**src/rtl/stream_pool.sv**
```systemverilog
`default_nettype none
// ============================================================================
// Module      : stream_pool
// Description : Streaming 2-D pooling engine. Accepts one multi-channel pixel
//               per beat in raster order and produces one pooled pixel per
//               non-overlapping KSIZE x KSIZE window. The pooling mode is
//               max (0) or average (1) and is chosen per frame.
//               Only one row of partial window results is held on-chip.
// Ports       : clk, rst_n          clock, asynchronous active-low reset
//               mode                pooling mode, latched on the frame's first beat
//               in_valid/in_ready   input handshake
//               in_data             DATACHANNEL samples of BITWIDTH bits
//               out_valid/out_ready output handshake
//               out_data            pooled pixel, same packing as in_data
//               frame_done          one-cycle pulse after the last output of a
//                                   frame is accepted
// Revision    : 1.0 - initial release
// ============================================================================
module stream_pool #(
    parameter int BITWIDTH    = 16,
    parameter int DATAWIDTH   = 28,
    parameter int DATAHEIGHT  = 28,
    parameter int DATACHANNEL = 4,
    parameter int KSIZE       = 2
) (
    input  logic                            clk,
    input  logic                            rst_n,
    input  logic                            mode,
    input  logic                            in_valid,
    output logic                            in_ready,
    input  logic [BITWIDTH*DATACHANNEL-1:0] in_data,
    output logic                            out_valid,
    input  logic                            out_ready,
    output logic [BITWIDTH*DATACHANNEL-1:0] out_data,
    output logic                            frame_done
);

    localparam int c_KB   = $clog2(KSIZE);
    localparam int c_SH   = 2 * c_KB;
    localparam int ACCW   = BITWIDTH + c_SH;
    localparam int c_OW   = DATAWIDTH / KSIZE;
    localparam int c_OH   = DATAHEIGHT / KSIZE;
    localparam int c_CW   = (DATAWIDTH > 1) ? $clog2(DATAWIDTH) : 1;
    localparam int c_RW   = (DATAHEIGHT > 1) ? $clog2(DATAHEIGHT) : 1;
    localparam int c_IW   = (c_OW > 1) ? $clog2(c_OW) : 1;
    localparam int c_DW   = BITWIDTH * DATACHANNEL;

    localparam logic [c_CW-1:0] c_COL_LAST = c_CW'(DATAWIDTH - 1);
    localparam logic [c_RW-1:0] c_ROW_LAST = c_RW'(DATAHEIGHT - 1);
    // Last column/row that still belongs to a complete window
    localparam logic [c_CW-1:0] c_COL_LIM  = c_CW'(c_OW * KSIZE - 1);
    localparam logic [c_RW-1:0] c_ROW_LIM  = c_RW'(c_OH * KSIZE - 1);

    logic [c_CW-1:0] r_col;
    logic [c_RW-1:0] r_row;
    logic            r_mode;
    logic            r_out_valid;
    logic [c_DW-1:0] r_out_data;
    logic            r_out_last;
    logic            r_frame_done;

    logic            w_acc;
    logic            w_origin;
    logic            w_mode;
    logic            w_inside;
    logic            w_first;
    logic            w_last;
    logic            w_frame_last;
    logic [c_IW-1:0] w_idx;
    logic [c_DW-1:0] w_res;

    assign in_ready   = !r_out_valid || out_ready;
    assign out_valid  = r_out_valid;
    assign out_data   = r_out_data;
    assign frame_done = r_frame_done;

    assign w_acc    = in_valid && in_ready;
    assign w_origin = (r_col == '0) && (r_row == '0);
    // The first beat of a frame uses the live mode input so that beat is
    // pooled with the same mode that gets latched for the rest of the frame.
    assign w_mode   = w_origin ? mode : r_mode;
    assign w_inside = (r_col <= c_COL_LIM) && (r_row <= c_ROW_LIM);
    // KSIZE is a power of two, so the in-window offset is the low index bits
    assign w_first  = (r_col[c_KB-1:0] == '0) && (r_row[c_KB-1:0] == '0);
    assign w_last   = (&r_col[c_KB-1:0]) && (&r_row[c_KB-1:0]);
    assign w_frame_last = (r_col == c_COL_LIM) && (r_row == c_ROW_LIM);
    assign w_idx    = c_IW'(r_col >> c_KB);

    // ------------------------------------------------------------------------
    // Per-channel partial accumulation
    // ------------------------------------------------------------------------
    for (genvar c = 0; c < DATACHANNEL; c++) begin : g_ch
        logic signed [ACCW-1:0]     r_buf [c_OW];
        logic signed [BITWIDTH-1:0] w_smp;
        logic signed [ACCW-1:0]     w_ext;
        logic signed [ACCW-1:0]     w_ent;
        logic signed [ACCW-1:0]     w_comb;
        logic signed [ACCW-1:0]     w_avg;

        assign w_smp = in_data[c*BITWIDTH +: BITWIDTH];
        assign w_ext = {{c_SH{w_smp[BITWIDTH-1]}}, w_smp};
        assign w_ent = r_buf[w_idx];

        always_comb begin
            w_comb = w_ext;
            if (!w_first) begin
                if (w_mode) begin
                    w_comb = w_ent + w_ext;
                end else if (w_ent > w_ext) begin
                    w_comb = w_ent;
                end
            end
        end

        // Arithmetic shift gives floor division of the window sum
        assign w_avg = w_comb >>> c_SH;
        assign w_res[c*BITWIDTH +: BITWIDTH] = w_mode ? w_avg[BITWIDTH-1:0]
                                                      : w_comb[BITWIDTH-1:0];

        always_ff @(posedge clk or negedge rst_n) begin
            if (!rst_n) begin
                for (int i = 0; i < c_OW; i++) begin
                    r_buf[i] <= '0;
                end
            end else if (w_acc && w_inside && !w_last) begin
                r_buf[w_idx] <= w_comb;
            end
        end
    end

    // ------------------------------------------------------------------------
    // Raster position and frame mode
    // ------------------------------------------------------------------------
    always_ff @(posedge clk or negedge rst_n) begin
        if (!rst_n) begin
            r_col  <= '0;
            r_row  <= '0;
            r_mode <= 1'b0;
        end else if (w_acc) begin
            if (w_origin) begin
                r_mode <= mode;
            end
            if (r_col == c_COL_LAST) begin
                r_col <= '0;
                r_row <= (r_row == c_ROW_LAST) ? '0 : r_row + 1'b1;
            end else begin
                r_col <= r_col + 1'b1;
            end
        end
    end

    // ------------------------------------------------------------------------
    // Single output register; a completing window may reload it in the same
    // cycle the previous result is popped.
    // ------------------------------------------------------------------------
    always_ff @(posedge clk or negedge rst_n) begin
        if (!rst_n) begin
            r_out_valid  <= 1'b0;
            r_out_data   <= '0;
            r_out_last   <= 1'b0;
            r_frame_done <= 1'b0;
        end else begin
            r_frame_done <= r_out_valid && out_ready && r_out_last;
            if (w_acc && w_inside && w_last) begin
                r_out_valid <= 1'b1;
                r_out_data  <= w_res;
                r_out_last  <= w_frame_last;
            end else if (out_ready) begin
                r_out_valid <= 1'b0;
            end
        end
    end

endmodule
`default_nettype wire

```
**config.mk**
```make
export PLATFORM = sky130hd
export DESIGN_NAME = stream_pool
export DESIGN_NICKNAME = d
export VERILOG_FILES = /design/src/rtl/stream_pool.sv
export SDC_FILE = /design/constraint.sdc
export NUM_CORES = 2
export LEC_CHECK = 0
export CAP_MARGIN = 20
export CORE_MARGIN = 2
export CORE_UTILIZATION = 30
export DETAILED_ROUTE_END_ITERATION = 8
export REMOVE_ABC_BUFFERS = 1
export SLEW_MARGIN = 20
export SYNTH_ARGS = -nofsm -noshare
export SYNTH_HDL_FRONTEND = slang
export SYNTH_SLANG_ARGS = --single-unit
```
**constraint.sdc**
```tcl
create_clock -name clk -period 4.7 [get_ports clk]
set_input_delay 0.94 -clock clk [delete_from_list [all_inputs] [get_ports clk]]
set_output_delay 0.94 -clock clk [all_outputs]
set_load 0.02 [all_outputs]
```
Placed cells, one colour a class:
(1 px per µm)
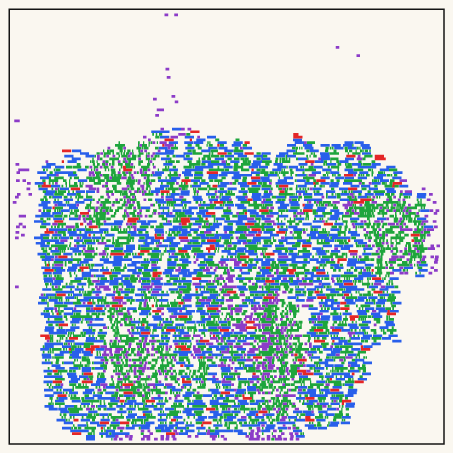
[registers] blue | cells: 1086
[remaining logic cells] green | cells: 3779
[clock drivers and dummy loads] red | cells: 202
[remaining buffers and delay cells] purple | cells: 916
Seq/total area: 0.3840
Placeable Area: 183100 µm²
final design utilization: 0.3867

Nets reached from selected ports:
(1 px per µm)
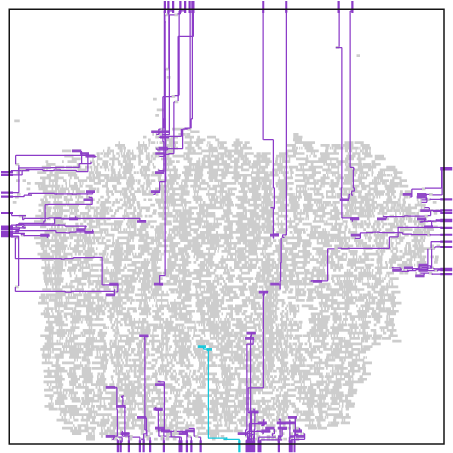
[mode] cyan | bits: 1 | direction: input | edge: bottom | end cells: 2 | buffers: 1 | wire: 140 µm
[out_data] purple | bits: 64 | direction: output | edge: 26 bottom, 14 right, 12 left, 12 top | end cells: 64 | buffers: 64 | wire: 5800 µm
Buffers on Ports: 135
number of ports placed on the die boundary: 136

==> impl_report.txt <==
==== FLOW RESULTS ====
----------------------------------------------------
[Timing]
  Post-route worst hold slack ........................ 0.2062 ns
  Final critical path time including I/O delays and setup ........................ 4.889 ns
  Max Slew Vio Count ........................ 0
  Final tally of setup violations ........................ 136
  Portion of the clock cycle consumed by the worst path in the final layout ........................ 1.040
  Slew Limit Headroom ........................ 0.2636
  Max Clock Skew ........................ between 0.03 and 0.04 ns
  Worst setup margin ........................ -0.1888 ns
  Final sum of negative setup slack ........................ -6.232 ns

[Floorplanning]
  Chip area ........................ 187600 µm²
  Floorplan Utilization ........................ 0.3018

[Logic synthesis]
  Dominant register cell ........................ dfrtp_1
  Post-synthesis instance area ........................ approximately 55000 µm²
  Largest cells by area ........................ dfrtp_1, nand2_1, o21ai_0
  Post-Syn Instances ........................ 5271
  Number of synthesized register bits ........................ ~1100
  XOR/XNOR share of the synthesized area ........................ 0.007925

[Detailed routing]
  DRC Markers ........................ 0
  Count of antenna-violating nets left after detailed routing ........................ 0
  Vias ........................ 43840
  Post-DR vias/cell ........................ ~5.2

[Clock network]
  Post-cts resize count ........................ 129
  Clock slew seen by the registers of the worst setup and hold paths ........................ 0.06 ns
  Quantity of hold-fixing buffers added after cts ........................ 0
  Post-CTS setup-driven buffer insertion count ........................ 22

[Global route]
  Vias in the first global route ........................ about 44000
  Number of antenna violations at the first check in global routing ........................ 4
  Pin count of the biggest net entering global routing ........................ 117
  Overall track demand over capacity in global routing ........................ 0.1890
  First-pass GRT wire length ........................ 273000 µm

[Final layout]
  Number of inserted filler cells in the final layout ........................ 17700
  P&R area growth vs syn ........................ 28.13%
  Most common logic cell in the routed design ........................ nand2_1
  Share of final-layout standard cells stronger than drive strength 1 ........................ 0.2935

[Power]
  Reg power frac ........................ 0.236
  Power per Cell Area ........................ 917.6 nW/µm²

[Status]
  Violations in the final reports ........................ setup timing
  Status ........................ finished with violations

[Worst setup path]
  Worst R2R End ........................ out_data[59]
  Beginning of the worst register-to-register path ........................ r_col[1]

----------------------------------------------------
Clock wiring as the flow saved it:
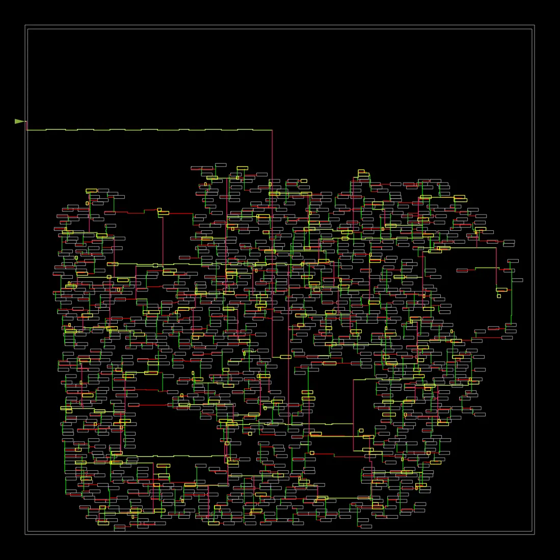
clk sinks: 1086
clock latency on the worst-skew pair: 0.75 ns
sequential cells: 1086

==> cell type report <==
type | instances | area share
Clock buffer | 162 | 0.04563
Clock inverter | 40 | 0.006927
Timing Repair Buffer | 916 | 0.1241
Antenna cell | 2 | 0.00007069
Inverter | 126 | 0.006680
Multi-Input combinational cell | 3653 | 0.3890
Tap cell | 2464 | 0.04354
Sequential cell | 1086 | 0.3840
==> stage by stage <==
step,instances,instance area [µm²]
final,8449,70800
after global routing,8448,70800
after CTS,8318,67780
after detailed placement,8088,63340
after global placement,8088,63340
after floorplan,4861,52980
==> cells by family after synthesis <==
logic type	Yosys count
adder cells (fa/ha/maj)	148
XOR/XNOR	50
AND-OR/OR-AND	1257
AND/OR/NAND/NOR	1608
buffers and inverters	536
multiplexers	586
flip-flops	1086
Power is estimated from default activity; no workload was simulated.
